Design keyboard_event_decoder_flat, sky130hd; sources not shown.
Fig. 1: run 1, metal 1
Scale bar: 20 µm. Cells faint in the background.
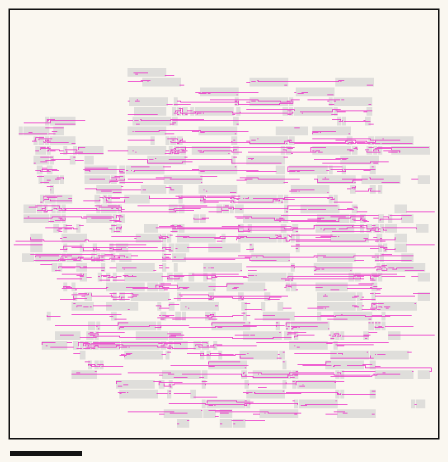
main direction = horizontal
wire length on this layer = 4,150 µm
vias after detailed routing: 2,604
total detailed-routing wirelength: 8.78 mm
global-route track usage on met1: 16.9%

Fig. 2: run 1, M2 wires
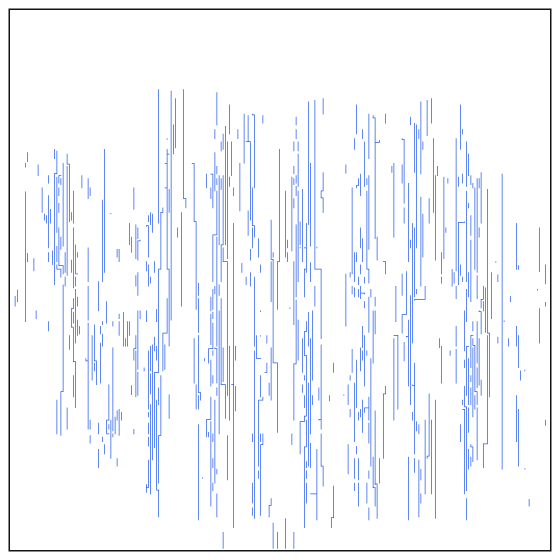
share of all routed wire = 48%
main direction = vertical
nets with wire on the layer = 327
wire length on this layer = 4,180 µm
longest straight run = 67.3 µm
global-route met2 utilization: 21.5%

Fig. 3: run 1, signal wires on met3
Scale bar: 20 µm.
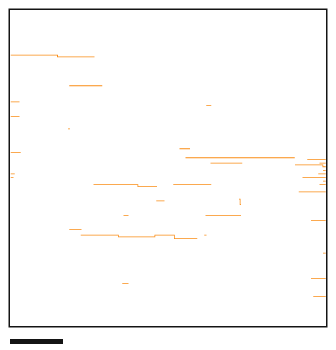
longest straight run = 40.9 µm
nets with wire on the layer = 24
wire length on this layer = 286 µm
GRT met3 Usage: 3.45%

==> reports/writeup.txt <==
The worst path needs 4.10 ns of the cycle, external delays included. The max-slew check reports its worst relative slack as 34.6%. Per the synthesis report, the number of distinct cell types is 27.

The average footprint of a synthesized cell was 11.1 µm². The H-tree generated during clock tree synthesis spans 3 levels. The placement summary gives the final routability congestion estimate as 0.743. The tree is rooted in a sky130_fd_sc_hd__clkbuf_16.

The run finished with clean final reports. The run gives 0.00400 mm² as the area figure in the yosys stat output. Per the OpenROAD floorplan log, the width of the die is 119 µm. Per the OpenROAD floorplan log, the height of the die is 119 µm. Per the layout report, the design carries 1,327 filler cells. Entering global routing, the biggest net connects 16 pins. The row count was 42; the final max-slew violation count was 0. Dominant synthesized flop cell: sky130_fd_sc_hd__edfxtp_1. The synthesized design contains 80 enable-type register cells. For this design, the CTS-stage hold fixing added 0 buffers. Of the cells placed in the final design, the portion with a size suffix greater than 1 is 9.23%.

The number of DRC violations after detailed routing came out at 0. In the layout the commonest cells are sky130_fd_sc_hd__nor2_1 (101), sky130_fd_sc_hd__edfxtp_1 (80), sky130_fd_sc_hd__o21ai_1 (50). In the hold timing report, the worst path depth is 2. For this sky-water flow run, the detailed-routed wirelength per cell is reported as 15.2 µm.

With the number of non-filler instances in the completed layout at 577, the final cell area excluding filler cells is 0.00475 mm². Summed over all cells, the static leakage comes to 1.66 nW. Post-CTS repair ended up resizing 0 cells. Setup repair after global routing left no endpoint under its margin. The simple logic cell fraction of the synthesized area was 14.2%. For the final routed database, the setup TNS stands at 0 ns.

The HPWL reported at the end of detailed placement was 6.28 mm. Required time at the worst-slack endpoint: 3.61 ns. The post-placement cell area came out at 0.00446 mm².

CTS reports a maximum clock tree buffer depth of 2. The worst setup path is launched from a register. In this run the full chip footprint comes out at 0.0143 mm². TritonCTS built the clock tree. TritonCTS reports the number of clock sinks as 95.

The final tally of setup violations came out at 0. On the final layout, the worst clock skew is 0.0101 ns. The combined area of all synthesized cells was 0.00400 mm²; the async set-reset flop share out of synthesis was 0%.

Static timing analysis puts the maximum clock frequency at 244 MHz. The number of register bits inferred by synthesis works out to 95. 0 antenna diodes ended up in the layout. The utilization after layout was 36.2%. In the final design database the tool counted 415 nets.

STA reports a reg2reg setup slack of 2.91 ns. For the CTS buffer count, the log shows 9. The register with the most flip-flops in the layout has 80 of them. The via count normalized by instance count is 4.51, and the yosys synthesis warning count is 0. Measured against the total synthesized area, the mux share comes to 0%. The logs give 4 for the number of iterations in the first detailed-routing pass and 0.0131 mm² for the area of the core region. The initial antenna violation count was 0; the floorplan utilization was 30.4%. STA lists the maximum fanout along the critical path as 10. The logs give a warning total of 27. The run gives 313 µV for the peak supply drop. 25 I/O pins were placed.

The logs give 116 for the number of design-rule violations left by the first detailed-router iteration and 360 for the cell count after synthesis. The kind of end point of the critical path is a primary output. On the critical path the data arrives at 2.56 ns. By startpoint and endpoint, the worst setup path is classified as register to primary output.

Global routing finished with a remaining overflow of 0. The post-CTS repair timing setup buffer count came out at 0. Counting only logic cells after layout, the most numerous master is sky130_fd_sc_hd__nor2_1. For this run, the register share of the synthesized area comes to 67.6%. The run gives 0 for the final hold violation count. In the synthesized netlist, the dominant kind of combinational cell is simple AND/OR/NAND/NOR gates. With the insertion delay to the later sink of the worst-skew pair at 0.35 ns, the pin slew with the least headroom to its limit is 0.977 ns. Per the synthesis report, the AND-OR/OR-AND share of the synthesized area is 10.7%. The number of port buffers was 21; the number of global-route vias before repair was 2,606.

Once detail routing completed, the nets flagged for antenna violations numbered 0. Per the synthesis report, the adder-cell share of the synthesized area is 2.07%. For reference, the clock transition at the flip-flops on the worst setup and hold paths is 0.06 ns. The area growth from synthesis to layout is 19.0%.

The net count after synthesis is 379. Summing internal, switching and leakage power gives 2.52 mW. Dividing the final minimum period by the clock period gives 79.6%. The report puts the cell count of the worst reg-to-reg path at 12. For this design, Yosys synthesis ends with a cell count of 360. The power density over the cells works out to 529 mW/mm². The path type of the worst min-delay path was register to register. The logs give 13.3% for the total global routing track utilization and 14.0 mm for the first-pass GRT wire length.

Per the placement report, the placed cell count is 561. The xor/xnor cell area share of the yosys netlist came out at 1.10%. Per the run summary, max-cap violations total 0.
## run 1: power breakdown
group	internal, mW	switching (mW)	total, mW
Clock	0.377	0.283	0.660
Combinational	0.313	0.622	0.935
Sequential	0.883	0.0373	0.921
## run 1: Yosys cell counts, types with 4 or more instances
| library cell | count | share of area, % |
|---|---|---|
| sky130_fd_sc_hd__ha_1 | 5 | 1.6 |
| sky130_fd_sc_hd__xor2_1 | 4 | 0.88 |
| sky130_fd_sc_hd__edfxtp_1 | 80 | 60 |
| sky130_fd_sc_hd__buf_2 | 4 | 0.50 |
| sky130_fd_sc_hd__nor3_1 | 4 | 0.50 |
| sky130_fd_sc_hd__nand4_1 | 4 | 0.63 |
| sky130_fd_sc_hd__nand3_1 | 4 | 0.50 |
| sky130_fd_sc_hd__a21oi_1 | 8 | 1.0 |
| sky130_fd_sc_hd__buf_6 | 5 | 1.4 |
| sky130_fd_sc_hd__o21ai_1 | 50 | 6.3 |
| sky130_fd_sc_hd__inv_1 | 14 | 1.3 |
| sky130_fd_sc_hd__dfxtp_1 | 15 | 7.5 |
| sky130_fd_sc_hd__nor2_1 | 101 | 9.5 |
| sky130_fd_sc_hd__nand2_1 | 21 | 2.0 |
| sky130_fd_sc_hd__o21ai_0 | 24 | 3.0 |
## run 1: per-stage QoR
step / setup slack [ns] / hold slack [ns]
after floorplan: 1.96 / 0.433
after global placement: 0.534 / 0.454
after detailed placement: 0.922 / 0.463
after CTS: 1.03 / 0.472
after global routing: 0.811 / 0.490
final: 1.05 / 0.466
## run 1: kinds of logic after synthesis
logic type	count (synthesis)
AND/OR/NAND/NOR	139
flip-flops	95
AND-OR/OR-AND	83
buffers and inverters	31
adder cells (fa/ha/maj)	6
XOR/XNOR	5
other	1
## run 1: metal layers
metal	track usage, %	vias up	wire (µm)
met5	0	-	0
met4	5.88	0	165
met3	3.45	12	285
met2	21.5	40	4180
met1	16.9	1235	4150
li1	-	1317	-
## run 1: final cells by class
class                           instances  area [µm²]  area share, %
Clock buffer                           11         233           4.89
Inverter                               15        56.3           1.18
Clock inverter                          5        57.6           1.21
Sequential cell                        95        2700           56.8
Buffer                                 16         114           2.39
Timing Repair Buffer                   25         239           5.03
Tap cell                              176         220           4.63
Multi-Input combinational cell        234        1130           23.8
## run 1: critical path: stages (launching register included)
cell and delay (ns):
sky130_fd_sc_hd__dfxtp_1 0.38, sky130_fd_sc_hd__clkbuf_1 0.38, sky130_fd_sc_hd__o21ai_0 0.17, sky130_fd_sc_hd__o21ai_1 0.19, sky130_fd_sc_hd__o21ai_1 0.09, sky130_fd_sc_hd__nor2_1 0.17
sky130_fd_sc_hd__clkdlybuf4s50_1 0.84
Power figures rest on the tool's default switching activity, not on a simulated workload.
